Figure 1. Track usage over the die.
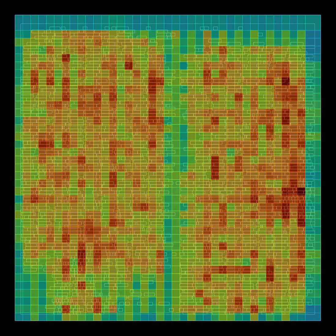
Figure 2. Metal 1.
Scale: 1 px per um.
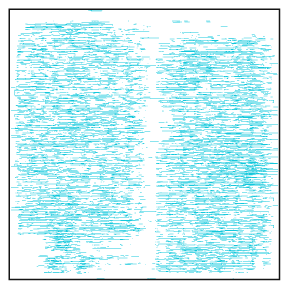
Figure 3. Where the registers sit.
Scale: 2 px per um.
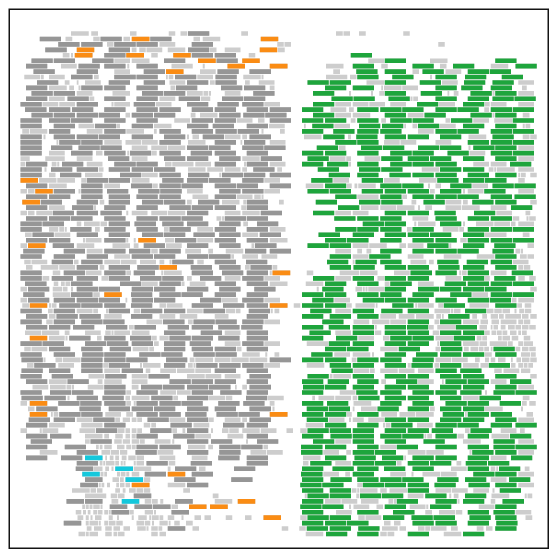
File: src/rtl/sc_spi_xfer_buf_if.sv
// sc_spi_xfer_buf_if
//   Bundles the host register-file port and the SPI engine port of the
//   transfer buffer. SPICLK and SYSRSTB stay outside as plain module ports.
//
//   Host side : TXWE/TXWADDR/TXWDATA (TX buffer write), RXRADDR/RXRDATA
//               (registered RX read), GO/BUSY/DONE/GOERR (transfer control),
//               TXCNT/RXCNT/RXOVF (progress status).
//   Engine    : SPISTART/SPIBUSY (start handshake), TXDPT/TXDATA (TX word
//               select), TXDETECT (TX latch toggle), RXVALID/RXDATA (RX word
//               toggle and data).
//   Debug     : FSM_STATE exposes the sequencer state.
//
//   slave  modport : the buffer itself.
//   master modport : whatever drives the host and engine inputs.
interface sc_spi_xfer_buf_if;
   logic        TXWE;
   logic [3:0]  TXWADDR;
   logic [31:0] TXWDATA;
   logic [3:0]  RXRADDR;
   logic [31:0] RXRDATA;
   logic        GO;
   logic        BUSY;
   logic        DONE;
   logic        GOERR;
   logic [4:0]  TXCNT;
   logic [4:0]  RXCNT;
   logic        RXOVF;
   logic        SPISTART;
   logic        SPIBUSY;
   logic [3:0]  TXDPT;
   logic [31:0] TXDATA;
   logic        TXDETECT;
   logic        RXVALID;
   logic [31:0] RXDATA;
   logic [1:0]  FSM_STATE;

   modport slave (
      input  TXWE, TXWADDR, TXWDATA, RXRADDR, GO, SPIBUSY, TXDPT,
             TXDETECT, RXVALID, RXDATA,
      output RXRDATA, BUSY, DONE, GOERR, TXCNT, RXCNT, RXOVF, SPISTART,
             TXDATA, FSM_STATE
   );

   modport master (
      output TXWE, TXWADDR, TXWDATA, RXRADDR, GO, SPIBUSY, TXDPT,
             TXDETECT, RXVALID, RXDATA,
      input  RXRDATA, BUSY, DONE, GOERR, TXCNT, RXCNT, RXOVF, SPISTART,
             TXDATA, FSM_STATE
   );
endinterface

File: src/rtl/sc_spi_xfer_buf.sv
// sc_spi_xfer_buf
//   SPICLK-domain transfer buffer and start sequencer next to the SPI
//   protocol controller. Holds 16 x 32-bit TX words selected by the engine's
//   TXDPT, captures up to 16 RX words (one per RXVALID toggle), and runs one
//   SPISTART/SPIBUSY handshake per accepted host GO.
//
//   Ports:
//     SPICLK  - engine clock
//     SYSRSTB - asynchronous active-low reset
//     bus     - sc_spi_xfer_buf_if.slave (host port, engine port, FSM_STATE)
//
//   Start handshake: SPISTART is a request held high from GO acceptance
//   until SPIBUSY is seen high; SPIBUSY high is the engine's acknowledge and
//   also marks the transfer in progress. The transfer completes when SPIBUSY
//   returns low. SPISTART and SPIBUSY overlap for one cycle, which the engine
//   ignores because it is already busy.
module sc_spi_xfer_buf (
   input  logic                    SPICLK,
   input  logic                    SYSRSTB,
   sc_spi_xfer_buf_if.slave        bus
);

   localparam logic [1:0] ST_IDLE = 2'd0;
   localparam logic [1:0] ST_REQ  = 2'd1;
   localparam logic [1:0] ST_RUN  = 2'd2;
   localparam logic [1:0] ST_CMPL = 2'd3;

   logic [1:0]  state;
   logic [31:0] txmem [16];
   logic [31:0] rxmem [16];
   logic        txdet_d;
   logic        rxval_d;
   logic        tx_ev;
   logic        rx_ev;
   logic        go_ok;
   logic        rx_wr;
   logic [4:0]  txcnt;
   logic [4:0]  rxcnt;
   logic        rxovf;
   logic [31:0] rxrdata;
   logic        spistart;
   logic        busy;
   logic        done;
   logic        goerr;

   assign tx_ev = bus.TXDETECT ^ txdet_d;
   assign rx_ev = bus.RXVALID ^ rxval_d;
   assign go_ok = bus.GO && (state == ST_IDLE);
   // An accepted GO clears the counters; an RX event in that same cycle is
   // discarded entirely, including its buffer write.
   assign rx_wr = rx_ev && !rxcnt[4] && !go_ok;

   // Buffers are plain storage: not reset, not cleared by GO.
   always_ff @(posedge SPICLK) begin
      if (bus.TXWE)
         txmem[bus.TXWADDR] <= bus.TXWDATA;
   end

   always_ff @(posedge SPICLK) begin
      if (rx_wr)
         rxmem[rxcnt[3:0]] <= bus.RXDATA;
   end

   assign bus.TXDATA = txmem[bus.TXDPT];

   always_ff @(posedge SPICLK or negedge SYSRSTB) begin
      if (!SYSRSTB) begin
         state    <= ST_IDLE;
         txdet_d  <= 1'b0;
         rxval_d  <= 1'b0;
         txcnt    <= 5'd0;
         rxcnt    <= 5'd0;
         rxovf    <= 1'b0;
         rxrdata  <= 32'd0;
         spistart <= 1'b0;
         busy     <= 1'b0;
         done     <= 1'b0;
         goerr    <= 1'b0;
      end else begin
         txdet_d <= bus.TXDETECT;
         rxval_d <= bus.RXVALID;
         // Read-before-write: a same-address RX capture returns old data.
         rxrdata <= rxmem[bus.RXRADDR];
         done    <= 1'b0;
         goerr   <= bus.GO && (state != ST_IDLE);

         if (go_ok) begin
            txcnt <= 5'd0;
            rxcnt <= 5'd0;
            rxovf <= 1'b0;
         end else begin
            if (tx_ev && (txcnt != 5'd16))
               txcnt <= txcnt + 5'd1;
            if (rx_ev) begin
               if (rxcnt[4])
                  rxovf <= 1'b1;
               else
                  rxcnt <= rxcnt + 5'd1;
            end
         end

         case (state)
            ST_IDLE: begin
               if (bus.GO) begin
                  state    <= ST_REQ;
                  spistart <= 1'b1;
                  busy     <= 1'b1;
               end
            end
            ST_REQ: begin
               if (bus.SPIBUSY) begin
                  state    <= ST_RUN;
                  spistart <= 1'b0;
               end
            end
            ST_RUN: begin
               if (!bus.SPIBUSY)
                  state <= ST_CMPL;
            end
            ST_CMPL: begin
               done  <= 1'b1;
               busy  <= 1'b0;
               state <= ST_IDLE;
            end
            default: state <= ST_IDLE;
         endcase
      end
   end

   assign bus.TXCNT     = txcnt;
   assign bus.RXCNT     = rxcnt;
   assign bus.RXOVF     = rxovf;
   assign bus.RXRDATA   = rxrdata;
   assign bus.SPISTART  = spistart;
   assign bus.BUSY      = busy;
   assign bus.DONE      = done;
   assign bus.GOERR     = goerr;
   assign bus.FSM_STATE = state;

endmodule
File: src/flat_wrapper.sv
// flat-port wrapper written by rule: the top's interface ports become plain ports
module sc_spi_xfer_buf_flat 
  (SPICLK, SYSRSTB, bus_TXWE, bus_TXWADDR, bus_TXWDATA, bus_RXRADDR, bus_GO, bus_SPIBUSY, bus_TXDPT, bus_TXDETECT, bus_RXVALID, bus_RXDATA, bus_RXRDATA, bus_BUSY, bus_DONE, bus_GOERR, bus_TXCNT, bus_RXCNT, bus_RXOVF, bus_SPISTART, bus_TXDATA, bus_FSM_STATE);
  sc_spi_xfer_buf_if bus_i ();
  input  logic SPICLK;
  input  logic SYSRSTB;
  input wire logic [$bits(bus_i.TXWE)-1:0] bus_TXWE;
  input wire logic [$bits(bus_i.TXWADDR)-1:0] bus_TXWADDR;
  input wire logic [$bits(bus_i.TXWDATA)-1:0] bus_TXWDATA;
  input wire logic [$bits(bus_i.RXRADDR)-1:0] bus_RXRADDR;
  input wire logic [$bits(bus_i.GO)-1:0] bus_GO;
  input wire logic [$bits(bus_i.SPIBUSY)-1:0] bus_SPIBUSY;
  input wire logic [$bits(bus_i.TXDPT)-1:0] bus_TXDPT;
  input wire logic [$bits(bus_i.TXDETECT)-1:0] bus_TXDETECT;
  input wire logic [$bits(bus_i.RXVALID)-1:0] bus_RXVALID;
  input wire logic [$bits(bus_i.RXDATA)-1:0] bus_RXDATA;
  output wire logic [$bits(bus_i.RXRDATA)-1:0] bus_RXRDATA;
  output wire logic [$bits(bus_i.BUSY)-1:0] bus_BUSY;
  output wire logic [$bits(bus_i.DONE)-1:0] bus_DONE;
  output wire logic [$bits(bus_i.GOERR)-1:0] bus_GOERR;
  output wire logic [$bits(bus_i.TXCNT)-1:0] bus_TXCNT;
  output wire logic [$bits(bus_i.RXCNT)-1:0] bus_RXCNT;
  output wire logic [$bits(bus_i.RXOVF)-1:0] bus_RXOVF;
  output wire logic [$bits(bus_i.SPISTART)-1:0] bus_SPISTART;
  output wire logic [$bits(bus_i.TXDATA)-1:0] bus_TXDATA;
  output wire logic [$bits(bus_i.FSM_STATE)-1:0] bus_FSM_STATE;
  assign bus_i.TXWE = bus_TXWE;
  assign bus_i.TXWADDR = bus_TXWADDR;
  assign bus_i.TXWDATA = bus_TXWDATA;
  assign bus_i.RXRADDR = bus_RXRADDR;
  assign bus_i.GO = bus_GO;
  assign bus_i.SPIBUSY = bus_SPIBUSY;
  assign bus_i.TXDPT = bus_TXDPT;
  assign bus_i.TXDETECT = bus_TXDETECT;
  assign bus_i.RXVALID = bus_RXVALID;
  assign bus_i.RXDATA = bus_RXDATA;
  assign bus_RXRDATA = bus_i.RXRDATA;
  assign bus_BUSY = bus_i.BUSY;
  assign bus_DONE = bus_i.DONE;
  assign bus_GOERR = bus_i.GOERR;
  assign bus_TXCNT = bus_i.TXCNT;
  assign bus_RXCNT = bus_i.RXCNT;
  assign bus_RXOVF = bus_i.RXOVF;
  assign bus_SPISTART = bus_i.SPISTART;
  assign bus_TXDATA = bus_i.TXDATA;
  assign bus_FSM_STATE = bus_i.FSM_STATE;
  sc_spi_xfer_buf u_core (.SPICLK(SPICLK), .SYSRSTB(SYSRSTB), .bus(bus_i));
endmodule
File: config.mk
export PLATFORM = sky130hd
export DESIGN_NAME = sc_spi_xfer_buf_flat
export DESIGN_NICKNAME = d
export VERILOG_FILES = /design/src/rtl/sc_spi_xfer_buf_if.sv /design/src/rtl/sc_spi_xfer_buf.sv /design/src/flat_wrapper.sv
export SDC_FILE = /design/constraint.sdc
export NUM_CORES = 1
export LEC_CHECK = 0
export CAP_MARGIN = 25
export CORE_MARGIN = 5
export CORE_UTILIZATION = 60
export DETAILED_ROUTE_END_ITERATION = 8
export PLACE_DENSITY = 0.79
export SETUP_SLACK_MARGIN = 0.02
export SLEW_MARGIN = 20
export SYNTH_ARGS = -nofsm -noshare
export SYNTH_HDL_FRONTEND = slang
export SYNTH_SLANG_ARGS = --single-unit
File: constraint.sdc
create_clock -name SPICLK -period 11.3 [get_ports SPICLK]
set_input_delay 1.695 -clock SPICLK [delete_from_list [all_inputs] [get_ports SPICLK]]
set_output_delay 1.695 -clock SPICLK [all_outputs]
set_load 0.1 [all_outputs]
==> job_summary.md <==
### Flow metrics

| Metric | Value |
|---|---|
| Count leader, synth | edfxtp_1 |
| Io pins | between 150 and 200 |
| Post-synth top cells | edfxtp_1, mux4_2, a22oi_1 |
| Crit-path max cell delay | around 1.0 ns |
| First-pass GRT wire length | about 130000 um |
| CTS tree | yes |
| First-pass DRT Iterations | 6 |
| Latency at later pin | between 0.6 and 0.7 ns |
| TritonCTS buffer count | ~100 |
| Leakage | between 10 and 15 nW |
| Met1 GRT Util | 31.77% |
| Post-Syn Area | ~40000 sq um |
| Vias in the first global route | 19.95k |
| WL/cell | roughly 30 um |
| Count of library flops with an enable pin | about 1.0k |
| Setup crit end | bus_TXDATA[17] |
| WP data required | 9.61 ns |
| Final worst setup slack | 4.543 ns |
| Worst reg2reg startpoint | u_core.bus.FSM_STATE[0]$_DFFE_PN0P_ |
| Max clock buf depth | 3 |
| Slew headroom | ~26% |
| Clock sinks | around 1.1k |
| Worst Hold Class | register to register |
| WP depth | 6 |
| Busiest layer in global routing | met2 |
| Syn_nets | ~1.8k |
| Slowest-stage cell, CP | clkdlybuf4s50_1 |
| RSZ-0062 raised after global routing | false |
| Critical path peak fanout | slightly above 60 |
| Status | complete, no violations |
| Layout area overhead | 15.78% |
| Crit path max-delay family | buffers and inverters |
| Reg2reg path depth | 6 |
| Initial antenna violation count | 4 |
| CP Launch Type | primary input |
| Netlist cell types | 36 |
| DRC | 0 |
| Yosys top cell by area | edfxtp_1 |
| Layout cells sized above 1 | approximately a quarter |
Back to the opening pictures, Figure 1:
global routing usage on met2: 43.57%
met3 global-route usage: 4.398%

Back to the opening pictures, Figure 2:
wire length on this layer = 31.2 mm
main direction = horizontal
share of all routed wire = 35%
longest straight run = 94.3 um
vias: 19.14k
final WL: 88130 um

Back to the opening pictures, Figure 3:
cyan -> `u_core.bus.RXCNT`  # placed flops 5, where bottom left
orange -> `u_core.bus.RXRDATA`  # placed flops 32
green -> `u_core.txmem`  # placed flops 512
not coloured = 526
fin util: 70.39%
P_seq: 4.67 mW
storage element area: 32030 sq um
sequential share of cell area: 68.84%

==> stage by stage <==
stage	area [sq um]	total power [mW]	hold WS [ns]
2_1_floorplan	40180	5.480	0.6412
3_3_place_gp	43110	5.820	0.5037
3_5_place_dp	43160	5.868	0.5242
4_1_cts	46440	9.166	0.5380
5_1_grt	46520	9.404	0.5542
6_report	46520	9.106	0.5406
==> where the power goes <==
part           internal (mW)  total (mW)  switching [mW]
Clock                   1.90        3.31            1.41
Combinational          0.321        1.12           0.803
Sequential              4.59        4.67          0.0811
==> sequential cells by signal (all words and copies together), names as in the netlist, 2 cells and up <==
name / flops
u_core.rxmem: 512
u_core.txmem: 512
u_core.bus.RXRDATA: 32
u_core.bus.RXCNT: 5
u_core.bus.TXCNT: 5
u_core.bus.FSM_STATE: 2
==> final cells by class <==
type,instances,area (sq um)
Timing Repair Buffer,217,2127
Fill cell,3777,19570
Inverter,11,41.29
Multi-Input combinational cell,565,7964
Clock inverter,49,469.2
Tap cell,864,1081
Clock buffer,140,2809
Sequential cell,1075,32030
Antenna cell,3,7.507
==> logic make-up (layout without fill, tap and decap cells) <==
family,count (synthesis),after routing,synth area share [%]
DFF,1075,1075,79.70
muxes,260,260,14.45
AOI/OAI and AO/OA,149,149,2.712
and+or+nand+nor,142,142,1.597
buffers and inverters,100,417,1.146
adders and majority gates,10,10,0.3114
xor gates and xnor gates,4,4,0.08720
other,0,3,0
==> cells in the final DEF, fill, tap and decap left out, drive strengths merged, types with 8 or more instances in the layout <==
cell              n
edfxtp         1024
mux4            256
clkdlybuf4s50   158
clkbuf          142
a22oi           128
nand2            70
buf              57
dfrtp            51
clkinv           36
nor2             28
inv              15
ha               10
a21oi             9
nor3              8
Power is estimated from default activity; no workload was simulated.
